==> config.mk <==
export PLATFORM = sky130hd
export DESIGN_NAME = ready_sync_picker
export DESIGN_NICKNAME = d
export VERILOG_FILES = /design/src/rtl/ready_sync_picker.sv
export SDC_FILE = /design/constraint.sdc
export NUM_CORES = 1
export LEC_CHECK = 0
export CAP_MARGIN = 20
export CORE_MARGIN = 2
export CORE_UTILIZATION = 30
export CTS_CLUSTER_SIZE = 28
export DETAILED_ROUTE_END_ITERATION = 8
export GPL_ROUTABILITY_DRIVEN = 0
export PLACE_DENSITY = 0.57
export SLEW_MARGIN = 40
export SYNTH_ARGS = -nofsm -noshare
export SYNTH_HDL_FRONTEND = slang
export SYNTH_SLANG_ARGS = --single-unit
==> constraint.sdc <==
create_clock -name CLK -period 3.3 [get_ports CLK]
set_clock_uncertainty 0.2 [all_clocks]
set_input_delay 0.33 -clock CLK [delete_from_list [all_inputs] [get_ports CLK]]
set_output_delay 0.33 -clock CLK [all_outputs]
set_load 0.005 [all_outputs]
Run 1, signal metal coverage by tile:
Scale bar: 20 um. The die is cut into 20 by 20 equal tiles; dark blue is low, red is high, scaled to the fullest tile. Values are wire area over tile area, all layers added.
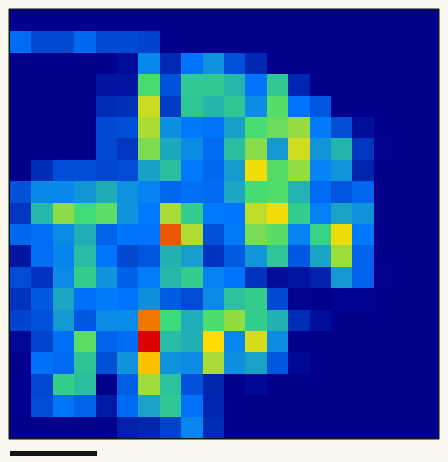
- densest ninth of the die: centre
- nearly empty tiles: 41%
- tiles over half the peak: 9.2%
- fullest tile: 0.40
routed length per instance: 11.3 um
GRT Total Usage: 0.103
WL final: 4650 um
routed via count: 1897

Run 1, sizing map:
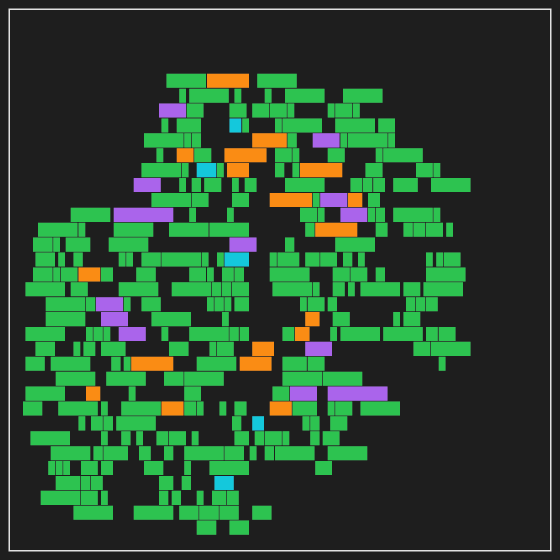
- drive 3 to 4: orange (cells 18; share 5.9%)
- drive 1 or less: green (cells 268; share 88%)
- drive 2: cyan (cells 5; share 1.6%)
- drive 6 and up: purple (cells 13; share 4.3%)
Area Growth Syn to Fin: 17.5%
bufs w/o clock: 16
Final Worst Setup Slack: 311 ps
cell area after layout: 3150 um^2

Run 1, placement by cell class:
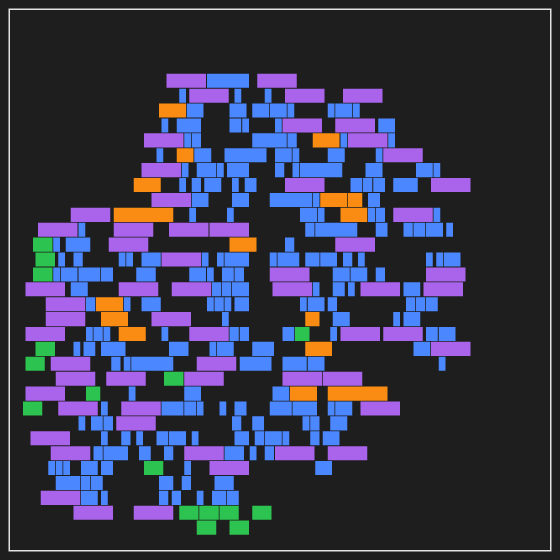
- flip-flops: purple (cells 60)
- clock drivers and dummy loads: orange (cells 16)
- all other logic: blue (cells 212)
- other buffers and delay cells: green (cells 16)
Final Util: 0.362
FP Rows: 34
Core Area: 8720 um^2
Seq/total area: 0.381

==> flow_summary.ini, run 1 <==
; generated from flow reports
[critical_path]
worst-r2r-cell-count = 9
crit_required_ps = 2770
end_kind = output port
critPathMaxFanout = 7
cp.arrival_ps = 2460
critical_path_class = reg2out
cp_cell_sequence = ha_1, and4_1, nand4_4, nor3_4, o211a_1, clkdlybuf4s50_1
critPathSlowestCell = clkdlybuf4s50_1
cp_slowest_stage_delay_ps = 490

[run]
warnings = 26
maxCapViolCount = 0

[timing]
fin_crit_ps = 2990
relSlewSlack = 0.533
finalCritPeriodShare = 0.906
grt_setup_unrepaired = no
slew_viol_final = 0
fmax_ghz = 0.335
hold_viol_final = 0

[global_routing]
grt_pass1_vias = 1763
overflow = 0
antenna_found_initial = 0

[floorplanning]
ios = 15
die_h_um = 98.6
die_w_um = 98.6

[logic_synthesis]
ys_async_sr_fraction = 0
top_cell_area_share = 0.447
ys_sh_simple = 0.281
synthAdderAreaFrac = 0.0326
ff_type = dfxtp_1
synthAoiAreaFrac = 0.0783
ys_sh_xor = 0.101
top_area_cell = dfxtp_1
seq_area_frac_synth = 0.447
topCellsByArea = dfxtp_1 45%, nor2_1 7.1%, xor2_1 6.8%
synth-warning-count = 0
syn_area_um2 = 2690
synth.mux.area_fraction = 0.0191
syn_nets = 294

[finish]
drive_gt1_frac = 0.118
fillCellCount = 871
largest_reg_flops = 26
layout_top_cell = dfxtp_1
antenna_cells = 0
finalNetCount = 311

[placed_design]
placedInstanceArea_um2 = 2920
dp_worst_setup_slack_ps = 620
dp_hpwl_um = 3270
port_buffers = 14

[clock_tree]
root_buffer = clkbuf_8
htreeDepth = 3
ctsLongestPathBuffers = 2
numCtsBuffers = 9
cts-resized-gates = 0
path_clk_slew_ps = 60
holdBufCountCts = 0

[power]
p_leak_nw = 1.20
clkPwrFrac = 0.494
ir_drop_mv = 0.305
p_int_w = 0.00122
power_frac_seq = 0.484
cellPowerDensity_nw_per_um2 = 485

[detailed_routing]
first_pass_iters = 4
final_antenna_net_count = 0
drc = 0

[worst_hold_path]
hp-class = reg2reg
worstHoldPathCells = 0

[run_status]
status = completed
## run 1: power by group through the flow
stage	Combinational (W)	Sequential, W	Clock, W
after global routing	0.0000392	0.000742	0.000814
final	0.0000336	0.000741	0.000756
after detailed placement	0.0000342	0.000758	0
after global placement	0.0000338	0.000757	0
after floorplan	0.0000252	0.000756	0
after CTS	0.0000344	0.000741	0.000784
## run 1: kinds of logic after synthesis
logic type,Yosys count
muxes,5
xor gates and xnor gates,31
adders and majority gates,7
AOI/OAI and AO/OA,29
and+or+nand+nor,126
buffers and inverters,24
DFF,60
## run 1: critical path, delay by kind of cell (launching register included)
family | cells | cell delay (ps)
DFF | 1 | 370
adders and majority gates | 1 | 240
buffers and inverters | 1 | 490
AOI/OAI and AO/OA | 1 | 200
and+or+nand+nor | 3 | 840
## run 1: synth_stat cells (3+ instances only)
cell type  instances
ha_1               7
buf_4              3
a22o_1             6
a31oi_1            3
a21oi_1            8
mux2i_1            4
inv_1             14
clkbuf_1           5
and4_1             3
nor4_1             3
nand2_1           10
dfxtp_1           60
xnor2_1           10
nor2_1            51
xor2_1            21
nand3_1           18
nor4_4             3
nor3_1             6
nand4_1            5
o21ai_0            5
## run 1: layer usage
layer | up-vias | part of all wire | routed length, um | GRT usage
li1 | 1000 | - | - | -
met1 | 876 | 0.50 | 2340 | 0.133
met2 | 17 | 0.47 | 2170 | 0.160
met3 | 4 | 0.023 | 105 | 0.0241
met4 | 0 | 0.0084 | 39 | 0.0537
met5 | - | 0 | 0 | 0
## run 1: metrics by stage
stage          total power [W]  std cells  hold WS [ps]  utilization
6_report               0.00153        412           129        0.362
5_1_grt                0.00159        412           147        0.362
4_1_cts                0.00156        412           132        0.362
3_5_place_dp          0.000792        396           113        0.335
3_3_place_gp          0.000791        396           112        0.335
2_1_floorplan         0.000781        282           110            -
## run 1: final cells by class
cell class,count,area [um^2],share of cell area
Clock inverter,5,83.8,0.0266
Sequential cell,60,1200,0.381
Inverter,14,52.6,0.0167
Timing Repair Buffer,16,155,0.0492
Tap cell,108,135,0.0428
Clock buffer,11,151,0.0480
Multi-Input combinational cell,198,1380,0.436
==> run 1 -> run 2 <==
--- a/config.mk
+++ b/config.mk
@@ -8,6 +8,7 @@
 export CAP_MARGIN = 20
 export CORE_MARGIN = 2
 export CORE_UTILIZATION = 30
+export CTS_BUF_LIST = sky130_fd_sc_hd__clkbuf_4
 export CTS_CLUSTER_SIZE = 28
 export DETAILED_ROUTE_END_ITERATION = 8
 export GPL_ROUTABILITY_DRIVEN = 0
==> run 2 against run 1 <==
  * Global-route usage grew 0.20 points
  * Combinational power is essentially flat
  * Clock-buffer cell count shrank 2
  * Largest cell class unchanged
  * Via count grew 0.63%
  * Worst setup slack lost 69 ps
  * Routed wire length shrank 0.24%
  * Synthesized cell count is the same
  * Sequential share of layout area grew 0.94 points
  * Critical endpoint unchanged
  * Non-clock buffer count is the same
  * Sequential power is essentially flat
  * Worst hold slack gained 7.1 ps
  * Maximum frequency shrank 2.2%
==> flow_summary.ini, run 2 <==
; generated from flow reports
[logic_synthesis]
seq_area_frac_synth = 0.447
synth-warning-count = 0
synth.most_common_cell = dfxtp_1
top_area_cell = dfxtp_1
syn_area_um2 = 2690
ff_type = dfxtp_1
topCellsByArea = dfxtp_1 45%, nor2_1 7.1%, xor2_1 6.8%
ys_async_sr_fraction = 0
synthTopCellsByCount = 60 x dfxtp_1, 51 x nor2_1, 21 x xor2_1, 18 x nand3_1, 14 x inv_1
top_cell_area_share = 0.447

[worst_hold_path]
worstHoldPathCells = 0
hp-class = reg2reg

[timing]
grt_setup_unrepaired = no
relSlewSlack = 0.532
fin_crit_ps = 3060
finalCritPeriodShare = 0.927
hold_viol_final = 0
fmax_ghz = 0.327

[detailed_routing]
drc = 0
final_antenna_net_count = 0
drt_wl_total_um = 4640
first_pass_iters = 4
via_count = 1909

[placed_design]
port_buffers = 14
dp_hpwl_um = 3270
placedInstanceArea_um2 = 2920

[critical_path]
cp_num_cells = 6
critPathTopFamily = simple AND/OR/NAND/NOR gates
critPathSlowestCell = clkdlybuf4s50_1
cp.arrival_ps = 2530
cp_slowest_stage_delay_ps = 490
crit_required_ps = 2770
end_kind = output port
cp_cell_sequence = ha_1, and4_1, nand4_4, nor3_4, o211a_1, clkdlybuf4s50_1

[finish]
finalNetCount = 311
antenna_cells = 0
drive_gt1_frac = 0.112
layout_top_cell = dfxtp_1

[run]
warnings = 26
maxCapViolCount = 0

[floorplanning]
ios = 15
row_count = 34
core_area_um2 = 8720
die_h_um = 98.6
die_w_um = 98.6

[run_status]
status = completed

[clock_tree]
ctsLongestPathBuffers = 2
cts-resized-gates = 0
holdBufCountCts = 0
htreeDepth = 3
root_buffer = clkbuf_4

[power]
cellPowerDensity_nw_per_um2 = 438

[global_routing]
track_usage = 0.105
overflow = 0
-- run 2: cell counts after synthesis --
No cell type changed its count.
-- run 2: kinds of logic (layout without fill, tap and decap cells) --
logic type | count (synthesis) | in the layout | synth area share
fa+ha+maj | 7 | 7 | 0.0326
simple gates | 126 | 126 | 0.281
compound gates | 29 | 29 | 0.0783
flops | 60 | 60 | 0.447
buf+inv | 24 | 46 | 0.0405
mux | 5 | 5 | 0.0191
xor+xnor | 31 | 31 | 0.101
-- run 2: through the flow --
stage | std cells | hold WS [ps] | total power [W] | utilization | setup WS [ps]
finish | 412 | 136 | 0.00135 | 0.353 | 242
global route | 412 | 130 | 0.00142 | 0.353 | 34.7
CTS | 412 | 134 | 0.00138 | 0.353 | 182
detailed placement | 396 | 113 | 0.000792 | 0.335 | 620
global placement | 396 | 112 | 0.000791 | 0.335 | 688
floorplan | 282 | 110 | 0.000781 | - | 1080
-- run 2: layout make-up --
cell class	count	area [um^2]	area share
Clock buffer	9	67.6	0.0220
Tap cell	108	135	0.0439
Inverter	14	52.6	0.0171
Clock inverter	7	91.3	0.0297
Multi-Input combinational cell	198	1380	0.447
Timing Repair Buffer	16	155	0.0504
Sequential cell	60	1200	0.390
-- run 2: report_power, final --
| part | switching, W | internal (W) | total, W |
|---|---|---|---|
| clock network | 0.000271 | 0.000303 | 0.000575 |
| registers | 0.00000692 | 0.000734 | 0.000741 |
| logic | 0.0000199 | 0.0000138 | 0.0000337 |
| total | 0.000298 | 0.00105 | 0.00135 |
-- run 2: per-layer routing --
layer	wire [um]	up-vias	track usage	part of all wire
li1	-	1005	-	-
met1	2320	882	0.133	0.50
met2	2160	20	0.161	0.46
met3	115	2	0.0284	0.025
met4	48	0	0.0601	0.010
met5	0	-	0	0
Run 2, track usage over the die:
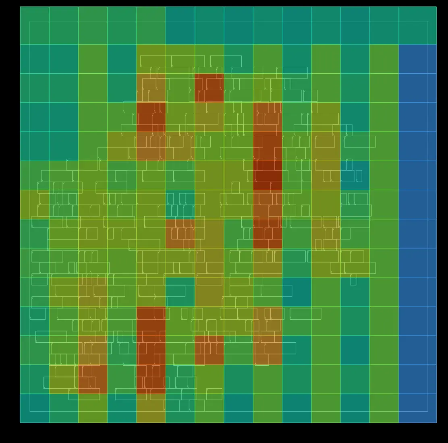
met1 GRT Util: 0.133
Global Route met2 Usage: 0.161
Final Util: 0.353
GRT Max-Usage Layer: met2

Run 2, placement by cell class:
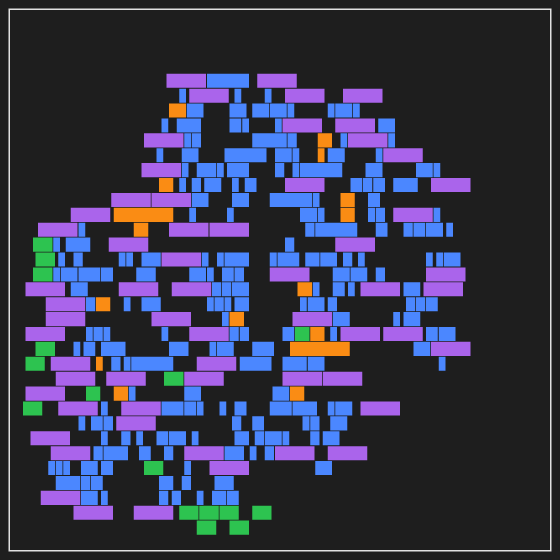
- flip-flops: purple (cells 60)
- other buffers and delay cells: green (cells 16)
- all other logic: blue (cells 212)
- clock drivers and dummy loads: orange (cells 16)
cell area after layout: 3080 um^2
Seq/total area: 0.390

Power figures rest on the tool's default switching activity, not on a simulated workload.
